### src/rtl/uart_pkg.sv
// Shared UART definitions: one-hot state encoding and default timing,
// so that the transmitter and a matching receiver can use the same values.
package uart_pkg;

    localparam int STATE_W = 5;

    typedef logic [STATE_W-1:0] state_t;

    // One-hot encodings. Any other value is treated as illegal and recovers to idle.
    localparam state_t S_IDLE   = 5'b00001;
    localparam state_t S_START  = 5'b00010;
    localparam state_t S_DATA   = 5'b00100;
    localparam state_t S_PARITY = 5'b01000;
    localparam state_t S_STOP   = 5'b10000;

    // 50 MHz / 115200 baud, rounded.
    localparam int DEFAULT_CLKS_PER_BIT = 434;
    localparam int DEFAULT_DATA_BITS    = 8;

endpackage : uart_pkg

### src/rtl/uart_tx_if.sv
// Byte handshake between a producer and the UART transmitter.
// A byte moves on a rising edge where tx_valid and tx_ready are both high.
interface uart_tx_if #(
    parameter int DATA_BITS = 8
);
    logic [DATA_BITS-1:0] tx_data;
    logic                 tx_valid;
    logic                 tx_ready;

    modport master (
        output tx_data,
        output tx_valid,
        input  tx_ready
    );

    modport slave (
        input  tx_data,
        input  tx_valid,
        output tx_ready
    );
endinterface : uart_tx_if

### src/rtl/uart_baud_gen.sv
// Baud counter: counts clk cycles within one serial bit and pulses tick on
// the last cycle of each bit. clear restarts the bit period from zero.
module uart_baud_gen #(
    parameter int CLKS_PER_BIT = 434
) (
    input  logic clk,
    input  logic rst,
    input  logic clear,
    output logic tick
);
    localparam int CNT_W = (CLKS_PER_BIT > 2) ? $clog2(CLKS_PER_BIT) : 1;
    localparam logic [CNT_W-1:0] LAST_CNT = CNT_W'(CLKS_PER_BIT - 1);

    logic [CNT_W-1:0] cnt_q;
    logic [CNT_W-1:0] cnt_d;

    assign tick = (cnt_q == LAST_CNT);

    // Next count: restart on clear or at the end of a bit period.
    always_comb begin
        cnt_d = cnt_q + 1'b1;
        if (clear || tick) begin
            cnt_d = '0;
        end
    end

    // Counter register.
    always_ff @(posedge clk) begin
        if (rst) begin
            cnt_q <= '0;
        end else begin
            cnt_q <= cnt_d;
        end
    end
endmodule : uart_baud_gen

### src/rtl/uart_tx.sv
// UART transmitter: start bit, DATA_BITS data bits LSB-first, optional even
// parity bit, one stop bit. The serial output is driven from a register.
// Build option: define UART_TX_PARITY_EN to insert the even-parity bit.
module uart_tx
    import uart_pkg::*;
#(
    parameter int CLKS_PER_BIT = DEFAULT_CLKS_PER_BIT,
    parameter int DATA_BITS    = DEFAULT_DATA_BITS
) (
    input  logic       clk,
    input  logic       rst,
    uart_tx_if.slave   s_if,
    output logic       tx,
    output logic       busy
);
    localparam int BIT_W = $clog2(DATA_BITS);
    localparam logic [BIT_W-1:0] LAST_BIT = BIT_W'(DATA_BITS - 1);

`ifdef UART_TX_PARITY_EN
    localparam state_t AFTER_DATA = S_PARITY;
`else
    localparam state_t AFTER_DATA = S_STOP;
`endif

    state_t               state_q, state_d;
    logic [DATA_BITS-1:0] shift_q, shift_d;
    logic [BIT_W-1:0]     bit_cnt_q, bit_cnt_d;
    logic                 tx_q, tx_d;
    logic                 baud_clear;
    logic                 baud_tick;
    logic                 transfer;
`ifdef UART_TX_PARITY_EN
    logic                 parity_q, parity_d;
`endif

    assign s_if.tx_ready = (state_q == S_IDLE);
    assign busy          = ~s_if.tx_ready;
    assign transfer      = s_if.tx_valid && s_if.tx_ready;
    assign tx            = tx_q;

    // The bit period restarts on every state change; idle keeps it parked at zero
    // so the start bit always gets a full CLKS_PER_BIT cycles.
    assign baud_clear = (state_d != state_q) || (state_q == S_IDLE);

    uart_baud_gen #(
        .CLKS_PER_BIT(CLKS_PER_BIT)
    ) u_baud_gen (
        .clk  (clk),
        .rst  (rst),
        .clear(baud_clear),
        .tick (baud_tick)
    );

    // Next-state logic; tx_d is derived from the next state so the line
    // changes on the same edge as the state, keeping tx fully registered.
    always_comb begin
        state_d   = state_q;
        shift_d   = shift_q;
        bit_cnt_d = bit_cnt_q;
        tx_d      = 1'b1;
`ifdef UART_TX_PARITY_EN
        parity_d  = parity_q;
`endif

        case (state_q)
            S_IDLE: begin
                if (transfer) begin
                    state_d   = S_START;
                    shift_d   = s_if.tx_data;
                    bit_cnt_d = '0;
`ifdef UART_TX_PARITY_EN
                    parity_d  = ^s_if.tx_data;
`endif
                end
            end
            S_START: begin
                if (baud_tick) begin
                    state_d = S_DATA;
                end
            end
            S_DATA: begin
                if (baud_tick) begin
                    if (bit_cnt_q == LAST_BIT) begin
                        state_d = AFTER_DATA;
                    end else begin
                        shift_d   = shift_q >> 1;
                        bit_cnt_d = bit_cnt_q + 1'b1;
                    end
                end
            end
            S_PARITY: begin
`ifdef UART_TX_PARITY_EN
                if (baud_tick) begin
                    state_d = S_STOP;
                end
`else
                state_d = S_IDLE;
`endif
            end
            S_STOP: begin
                if (baud_tick) begin
                    state_d = S_IDLE;
                end
            end
            default: begin
                // Non-one-hot value: recover to idle with the line high.
                state_d   = S_IDLE;
                shift_d   = '0;
                bit_cnt_d = '0;
            end
        endcase

        case (state_d)
            S_START:  tx_d = 1'b0;
            S_DATA:   tx_d = shift_d[0];
`ifdef UART_TX_PARITY_EN
            S_PARITY: tx_d = parity_d;
`endif
            default:  tx_d = 1'b1;
        endcase
    end

    // State, datapath and line registers; reset aborts any frame in progress.
    always_ff @(posedge clk) begin
        if (rst) begin
            state_q   <= S_IDLE;
            shift_q   <= '0;
            bit_cnt_q <= '0;
            tx_q      <= 1'b1;
`ifdef UART_TX_PARITY_EN
            parity_q  <= 1'b0;
`endif
        end else begin
            state_q   <= state_d;
            shift_q   <= shift_d;
            bit_cnt_q <= bit_cnt_d;
            tx_q      <= tx_d;
`ifdef UART_TX_PARITY_EN
            parity_q  <= parity_d;
`endif
        end
    end
endmodule : uart_tx

### src/flat_wrapper.sv
// flat-port wrapper written by rule: the top's interface ports become plain ports
module uart_tx_flat import uart_pkg::*;
#(
    parameter int CLKS_PER_BIT = DEFAULT_CLKS_PER_BIT,
    parameter int DATA_BITS    = DEFAULT_DATA_BITS
)
  (clk, rst, tx, busy, s_if_tx_data, s_if_tx_valid, s_if_tx_ready);
  uart_tx_if #(.DATA_BITS(DATA_BITS)) s_if_i ();
  input  logic clk;
  input  logic rst;
  output logic tx;
  output logic busy;
  input wire logic [$bits(s_if_i.tx_data)-1:0] s_if_tx_data;
  input wire logic [$bits(s_if_i.tx_valid)-1:0] s_if_tx_valid;
  output wire logic [$bits(s_if_i.tx_ready)-1:0] s_if_tx_ready;
  assign s_if_i.tx_data = s_if_tx_data;
  assign s_if_i.tx_valid = s_if_tx_valid;
  assign s_if_tx_ready = s_if_i.tx_ready;
  uart_tx #(.CLKS_PER_BIT(CLKS_PER_BIT), .DATA_BITS(DATA_BITS)) u_core (.clk(clk), .rst(rst), .s_if(s_if_i), .tx(tx), .busy(busy));
endmodule
### config.mk
export PLATFORM = sky130hd
export DESIGN_NAME = uart_tx_flat
export DESIGN_NICKNAME = d
export VERILOG_FILES = /design/src/rtl/uart_pkg.sv /design/src/rtl/uart_tx_if.sv /design/src/rtl/uart_baud_gen.sv /design/src/rtl/uart_tx.sv /design/src/flat_wrapper.sv
export SDC_FILE = /design/constraint.sdc
export NUM_CORES = 1
export LEC_CHECK = 0
export CORE_UTILIZATION = 40
export DETAILED_ROUTE_END_ITERATION = 16
export HOLD_SLACK_MARGIN = 0.15
export SLEW_MARGIN = 30
export SYNTH_ARGS = -nofsm -noshare
export SYNTH_HDL_FRONTEND = slang
export SYNTH_SLANG_ARGS = --single-unit
export TNS_END_PERCENT = 50
### constraint.sdc
create_clock -name clk -period 4.7 [get_ports clk]
set_clock_uncertainty 0.1 [all_clocks]
set_input_delay 0.47 -clock clk [delete_from_list [all_inputs] [get_ports clk]]
set_output_delay 0.47 -clock clk [all_outputs]
set_load 0.1 [all_outputs]
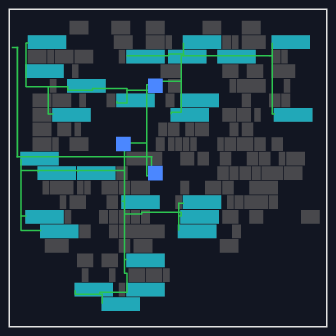
run_1/clock_map.png
cells driving clock nets -> blue  # count 3
flip-flops -> cyan  # count 26
clock wires -> green  # length 277 um
routed clock nets = 4

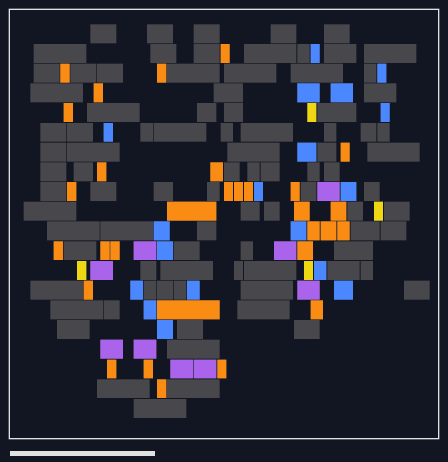
run_1/gate_families.png
The bar under the picture is 20 um long.
NOR gates -> orange  # cells 30, where all over the die
XOR/XNOR gates -> purple  # cells 9
NAND gates -> blue  # cells 18
inverters -> yellow  # cells 4
combinational share of cell area: 0.491
Post-Layout Cell Count: 194
most numerous logic cell after layout: dfxtp_1

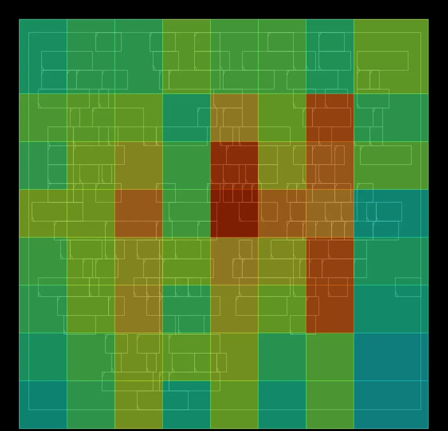
run_1/final_congestion.png
average wire per standard cell: 12.3 um
GRT met1 Usage: 0.225
met3 usage: 0.0284
met2 GRT Util: 0.250

==> impl_metrics.tcl, run 1 <==
# place-and-route summary
set metrics [dict create \
    status "finished clean" \
    die_x_um 59.0 \
    die_h_um 59.0 \
    synthArstFlopShare 0 \
    rsz0062_at_grt "no" \
    maxCapViolCount 0 \
    crit_path_end_kind "output port" \
    hold_violations 0 \
    topCellsByArea "dfxtp_1 40%, nor2_1 5.8%, a222oi_1 4.6%" \
    ys_types 42 \
    critical_path_class "flop to output port" \
    overflow 0 \
    place_hpwl_um 1810 \
    edf_count 0 \
    grt_pass1_vias 987 \
    fin_crit_ps 3270 \
    initCoreUtil 0.423 \
    largest_area_cell "dfxtp_1" \
    cp_data_arrival_time_ps 2700 \
    portBuffers 13 \
    ys_area_um2 1300 \
    p_leak_nw 0.517 \
    cts_hold_buf 0 \
    syn_nets 154 \
    ys_seq_elements 26 \
    power.density_nw_per_um2 247 \
    maxSlewViolCount 0 \
    cts_made_buffers 3 \
    cts-root-buf "clkbuf_4" \
]
[run 1: metal layers]
layer,vias to the layer above,routed length [um],GRT usage
met5,-,0,0
li1,536,-,-
met3,2,86,0.0284
met2,22,1060,0.250
met1,473,1210,0.225
met4,0,20,0.0578
[run 1: flip-flops by register name, summed over array words and instances, names as in the netlist]
| name | flops |
|---|---|
| u_core.bit_cnt_q | 3 |
| u_core.state_q | 5 |
| u_core.u_baud_gen.cnt_q | 9 |
| u_core.shift_q | 8 |
| u_core.tx | 1 |
[run 1: cells in the mapped netlist (2+ instances only)]
cell type  count
a21oi_1        9
a222oi_1       6
a22oi_1        2
and4_2         2
dfxtp_1       26
ha_1           4
inv_1          4
nand2_1        5
nand2b_1       2
nand3_1        4
nand3b_1       2
nand4_1        3
nand4b_1       2
nor2_1        20
nor3_1         4
nor4_1         3
o21ai_0        4
or2_2          3
or3_1          4
xnor2_1        4
xor2_1         5
[run 1: per-stage QoR]
stage	hold slack [ps]	cell area, um^2	setup slack [ps]	utilization	power, mW
after floorplan	330	1300	2120	-	0.264
after global placement	347	1440	1830	0.467	0.278
after detailed placement	348	1440	1790	0.467	0.278
after CTS	367	1460	1420	0.475	0.368
after global routing	386	1460	1360	0.475	0.380
final	365	1460	1430	0.475	0.362
[run 1: cell type report]
cell class	instances	area, um^2	area share
well taps	44	55.1	0.0377
multi-input cells	104	718	0.491
flip-flops and latches	26	520	0.356
clock buffers	3	22.5	0.0154
inverters	4	15.0	0.0103
repair buffers	13	130	0.0890
[run 1: where the power goes]
part	total [mW]	internal [mW]	switching, mW
combinational	0.0453	0.0193	0.0260
clock	0.0884	0.0299	0.0585
sequential	0.228	0.224	0.00359
[run 1: path summary, 6_finish.rpt]
check	slack, ps	depth (start not counted)	from	endpoint
min reg2reg	370	2	u_core.bit_cnt_q[2]	u_core.bit_cnt_q[2]
max	1430	4	u_core.state_q[2]	s_if_tx_ready
max reg2reg	2640	6	u_core.bit_cnt_q[0]	u_core.shift_q[6]
min	370	2	u_core.bit_cnt_q[2]	u_core.bit_cnt_q[2]
[run 1: cell families after synthesis]
group | share of synthesized area
DFF | 0.400
and+or+nand+nor | 0.271
adders and majority gates | 0.0385
muxes | 0.0163
xor gates and xnor gates | 0.0606
AOI/OAI and AO/OA | 0.162
other | 0.00288
buffers and inverters | 0.0481
[run 1: worst max-delay path, delay by kind of cell (launching register included)]
| family | cells | cell delay (ps) |
|---|---|---|
| buffers and inverters | 2 | 1170 |
| flip-flops | 1 | 450 |
| AND/OR/NAND/NOR | 2 | 760 |
==> run 1 -> run 2 <==
==> constraint.sdc (replaced) <==
create_clock -name clk -period 2.88 [get_ports clk]
set_clock_uncertainty 0.1 [all_clocks]
set_input_delay 0.288 -clock clk [delete_from_list [all_inputs] [get_ports clk]]
set_output_delay 0.288 -clock clk [all_outputs]
set_load 0.1 [all_outputs]
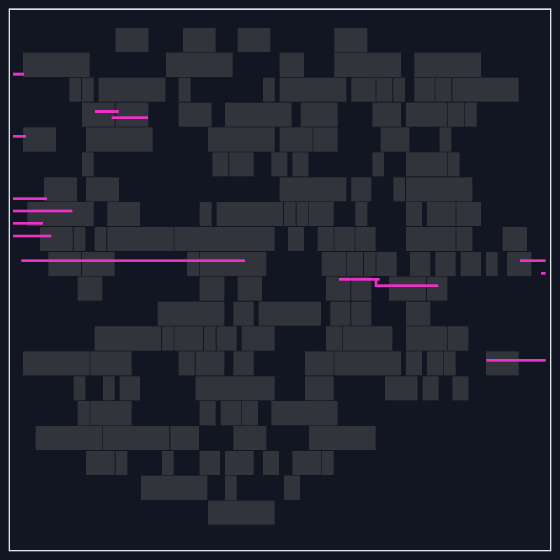
run_2/met3.png
Cells faint in the background.
main direction = horizontal
longest straight run = 24.1 um

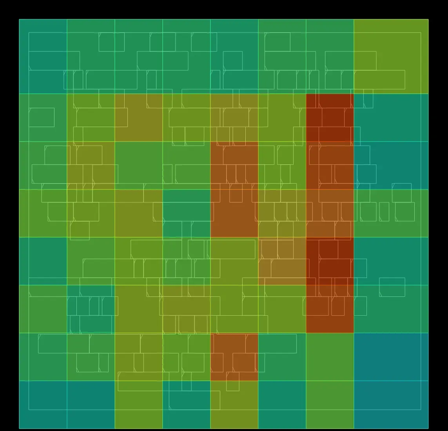
run_2/final_congestion.png
average wire per standard cell: 12.7 um
met2 GRT Util: 0.253
GRT Util Overall: 0.156
GRT Max-Usage Layer: met2

==> run 2 against run 1 <==
Against the previous run: critical path depth is the same; routed wire length rose by 4.5%; utilization up 0.98 points; global-route usage fell by 0.52 points; clock power rose to 2.8 times the previous value; critical endpoint unchanged.
==> impl_metrics.tcl, run 2 <==
# place-and-route summary
set metrics [dict create \
    ys_area_um2 1300 \
    drc_errors 0 \
    critical_path_class "flop to output port" \
    p_leak_nw 0.538 \
    cts-root-buf "clkbuf_4" \
    rows 20 \
    ys_seq_elements 26 \
    cp_data_arrival_time_ps 1890 \
    cts_hold_buf 0 \
    initCoreUtil 0.423 \
    largest_area_cell "dfxtp_1" \
    topCellsByArea "dfxtp_1 40%, nor2_1 5.8%, a222oi_1 4.6%" \
    overflow 0 \
    ios 14 \
    fin_area_um2 1490 \
    power.density_nw_per_um2 466 \
    place_hpwl_um 1870 \
    crit_path_end_kind "output port" \
    endpoint "s_if_tx_ready" \
    status "finished clean" \
    r2r_start "u_core.bit_cnt_q[0]" \
    die_x_um 59.0 \
    dpl_cell_area_um2 1440 \
    top_regs "u_core.u_baud_gen.cnt_q (9), u_core.shift_q (8), u_core.state_q (5)" \
    common_cells "26 x dfxtp_1, 20 x nor2_1, 9 x a21oi_1, 6 x a222oi_1" \
    lay_top_count "dfxtp_1" \
    synthArstFlopShare 0 \
    ys_types 42 \
    reg2reg_slack_ps 800 \
    top_cell "dfxtp_1" \
    edf_count 0 \
    maxCapViolCount 0 \
    r2r-end "u_core.shift_q[1]" \
    largest_reg_flops 9 \
    die_h_um 59.0 \
    instances_no_fill 196 \
    cts_made_buffers 3 \
    grt_pass1_vias 971 \
    portBuffers 13 \
    syn_nets 154 \
    hold_violations 0 \
]
## run 2: cell counts after synthesis
Identical to the previous run, type by type.
## run 2: how the worst min path moves through the flow
stage / from / to / slack, ps / cells after the start
2_1_floorplan: rst / u_core.bit_cnt_q[0] / 260 / 1
6_report: u_core.bit_cnt_q[1] / u_core.bit_cnt_q[1] / 370 / 2
5_1_grt: u_core.bit_cnt_q[1] / u_core.bit_cnt_q[1] / 400 / 2
3_3_place_gp: u_core.u_baud_gen.cnt_q[0] / u_core.u_baud_gen.cnt_q[0] / 350 / 1
4_1_cts: u_core.bit_cnt_q[1] / u_core.bit_cnt_q[1] / 370 / 2
3_5_place_dp: u_core.bit_cnt_q[1] / u_core.bit_cnt_q[1] / 350 / 2
## run 2: final cells by class
| type | instances | area (um^2) | share of cell area |
|---|---|---|---|
| inverters | 4 | 15.0 | 0.0101 |
| clock buffers | 3 | 22.5 | 0.0151 |
| repair buffers | 14 | 130 | 0.0872 |
| multi-input cells | 104 | 718 | 0.482 |
| clock inverters | 1 | 30.0 | 0.0201 |
| flip-flops and latches | 26 | 520 | 0.349 |
| well taps | 44 | 55.1 | 0.0369 |
## run 2: worst max-delay path, stage by stage, from the launching register on
cell     delay [ps]
dfxtp_1         470
or3_4           450
or2_2           310
inv_1            50
buf_4           280
## run 2: kinds of logic (layout without fill, tap and decap cells)
logic type | after synthesis | count (layout) | share of synthesized area
AND/OR/NAND/NOR | 60 | 60 | 0.271
AND-OR/OR-AND | 28 | 28 | 0.162
flip-flops | 26 | 26 | 0.400
XOR/XNOR | 9 | 9 | 0.0606
buffers and inverters | 9 | 22 | 0.0481
adder cells (fa/ha/maj) | 4 | 4 | 0.0385
multiplexers | 2 | 2 | 0.0163
other | 1 | 1 | 0.00288
## run 2: where the power goes
| group | leakage, nW | internal, mW | switching [mW] | total [mW] |
|---|---|---|---|---|
| Clock | 0.0279 | 0.141 | 0.107 | 0.248 |
| Sequential | 0.211 | 0.366 | 0.00613 | 0.372 |
| Combinational | 0.299 | 0.0317 | 0.0427 | 0.0744 |
## run 2: through the flow
| stage | setup slack [ps] | utilization | total power [mW] | hold WS (ps) |
|---|---|---|---|---|
| detailed placement | 760 | 0.467 | 0.455 | 354 |
| finish | 603 | 0.485 | 0.695 | 372 |
| CTS | 589 | 0.485 | 0.706 | 374 |
| floorplan | 482 | - | 0.431 | 257 |
| global route | 543 | 0.485 | 0.723 | 402 |
| global placement | 828 | 0.467 | 0.453 | 346 |
## run 2: per-layer routing
| metal | wire length, um | track usage |
|---|---|---|
| met4 | 20 | 0.0544 |
| met2 | 1150 | 0.253 |
| met1 | 1250 | 0.213 |
| met3 | 69 | 0.0197 |
| met5 | 0 | 0 |
==> run 2 -> run 3 <==
==> constraint.sdc (replaced) <==
create_clock -name clk -period 2.2 [get_ports clk]
set_clock_uncertainty 0.1 [all_clocks]
set_input_delay 0.22 -clock clk [delete_from_list [all_inputs] [get_ports clk]]
set_output_delay 0.22 -clock clk [all_outputs]
set_load 0.1 [all_outputs]
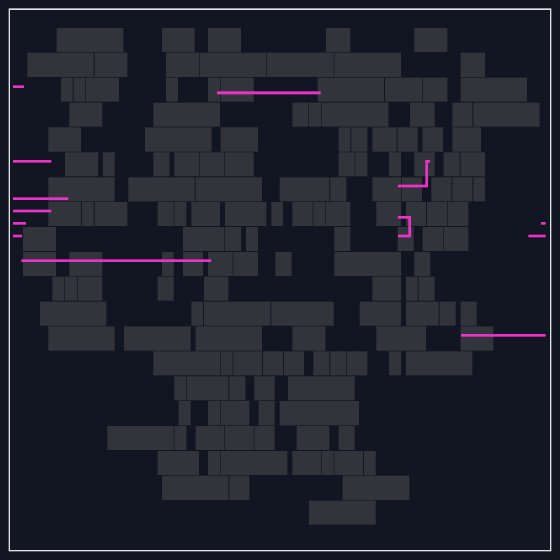
run_3/met3.png
Cells faint in the background.
main direction = horizontal
wire length on this layer = 68.9 um
nets with wire on the layer = 11
share of all routed wire = 2.9%
longest straight run = 20.5 um
met3 usage: 0.0197
via count: 1051

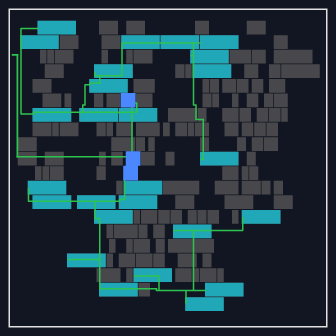
run_3/clock_map.png
clock wires -> green  # length 268 um
cells driving clock nets -> blue  # count 3
flip-flops -> cyan  # count 26
routed clock nets = 4

==> run 3 against run 2 <==
Against the previous run: cell area rose by 0.92%; sequential power rose by 31%; critical path depth did not move; setup slack got worse by 500 ps; combinational power rose by 44%; routed wire length fell by 4.6%; critical path type unchanged; critical endpoint unchanged; largest power group unchanged.
==> impl_metrics.tcl, run 3 <==
# place-and-route summary
set metrics [dict create \
    combPwrFrac 0.137 \
    fin_area_um2 1510 \
    portBuffers 13 \
    critPathLaunch "u_core.state_q[3]" \
    fin_crit_ps 2100 \
    cts_hold_buf 0 \
    edf_count 0 \
    cts-root-buf "clkbuf_4" \
    p_leak_nw 0.538 \
    drc_errors 0 \
    status "finished clean" \
    crit_path_end_kind "output port" \
    top_cell "dfxtp_1" \
    maxSlewViolCount 0 \
    ys_types 42 \
    common_cells "26 x dfxtp_1, 20 x nor2_1, 9 x a21oi_1, 6 x a222oi_1" \
    final-comb-area_um2 718 \
    fin_crit_sh 0.955 \
    endpoint "s_if_tx_ready" \
    cts_made_buffers 3 \
    regMostFlops "u_core.u_baud_gen.cnt_q" \
    internal-power_mw 0.591 \
    top_regs "u_core.u_baud_gen.cnt_q (9), u_core.shift_q (8), u_core.state_q (5)" \
    p_sw_mw 0.187 \
    grt_pass1_vias 1002 \
    reg2reg_slack_ps 180 \
    r2r-end "u_core.shift_q[3]" \
    place_hpwl_um 1810 \
    reg2reg_depth 5 \
    lay_top_count "dfxtp_1" \
    maxCapViolCount 0 \
    syn_nets 154 \
    switching_share 0.240 \
    power.density_nw_per_um2 517 \
    dpl_cell_area_um2 1480 \
    pwr-share-seq 0.625 \
    initCoreUtil 0.423 \
    grtUsageTotal 0.158 \
    ios 14 \
    die_x_um 59.0 \
    largest_area_cell "dfxtp_1" \
    rows 20 \
    topCellsByArea "dfxtp_1 40%, nor2_1 5.8%, a222oi_1 4.6%" \
    synthArstFlopShare 0 \
    regArea_um2 520 \
    critical_path_class "flop to output port" \
    hold_violations 0 \
    wl_per_cell_um 12.0 \
    cp_data_arrival_time_ps 1780 \
]
run 3: cell types whose count changed in the layout (fill, tap and decap cells not counted), sizes merged:
cell	change
inv	-1
bufinv	-1
buf	+2
clkinvlp	+1
run 3: cell type report:
type | instances | area share
timing repair buffer | 16 | 0.113
clock buffer | 3 | 0.0150
multi-input combinational | 104 | 0.477
inverter | 4 | 0.0125
tap | 44 | 0.0366
sequential | 26 | 0.346
run 3: worst max-delay path: stages (launching register included):
cell	delay, ps
dfxtp_1	410
or3_4	450
or2_2	360
clkinvlp_4	100
buf_12	160
run 3: how the worst min path moves through the flow:
stage / slack [ps] / cells after the start / start / to
floorplan: 190 / 1 / rst / u_core.bit_cnt_q[0]
global placement: 340 / 2 / u_core.bit_cnt_q[2] / u_core.bit_cnt_q[2]
detailed placement: 350 / 2 / u_core.bit_cnt_q[1] / u_core.bit_cnt_q[1]
CTS: 350 / 3 / s_if_tx_data[0] / u_core.shift_q[0]
global route: 380 / 3 / s_if_tx_data[0] / u_core.shift_q[0]
finish: 360 / 3 / s_if_tx_data[0] / u_core.shift_q[0]
run 3: layer usage:
| metal | part of all wire | vias up | global-route usage |
|---|---|---|---|
| met5 | 0 | - | 0 |
| met4 | 0.0080 | 0 | 0.0748 |
| met3 | 0.029 | 2 | 0.0197 |
| met2 | 0.48 | 15 | 0.255 |
| met1 | 0.48 | 493 | 0.211 |
| li1 | - | 541 | - |
run 3: through the flow:
| step | setup slack (ps) | cells | total power, mW | hold WS, ps | util |
|---|---|---|---|---|---|
| floorplan | 105 | 139 | 0.565 | 189 | - |
| global placement | 206 | 194 | 0.603 | 343 | 0.482 |
| detailed placement | 188 | 194 | 0.604 | 353 | 0.482 |
| CTS | 85.6 | 197 | 0.794 | 347 | 0.489 |
| global route | 24.1 | 197 | 0.824 | 375 | 0.489 |
| finish | 98.6 | 197 | 0.778 | 360 | 0.489 |
run 3: power by group through the flow:
stage          Combinational, mW  Clock (mW)  Sequential (mW)
3_5_place_dp               0.107           0            0.497
3_3_place_gp               0.106           0            0.497
6_report                   0.107       0.185            0.487
2_1_floorplan             0.0680           0            0.497
4_1_cts                    0.107       0.200            0.487
5_1_grt                    0.115       0.221            0.489
run 3: cells by family after synthesis:
kind of cell    Yosys count  share of synthesized area
simple gates             60                      0.271
compound gates           28                      0.162
flops                    26                      0.400
xor+xnor                  9                     0.0606
buf+inv                   9                     0.0481
fa+ha+maj                 4                     0.0385
mux                       2                     0.0163
other cells               1                    0.00288
No activity file was given, so power comes from the tool's default toggle rates.
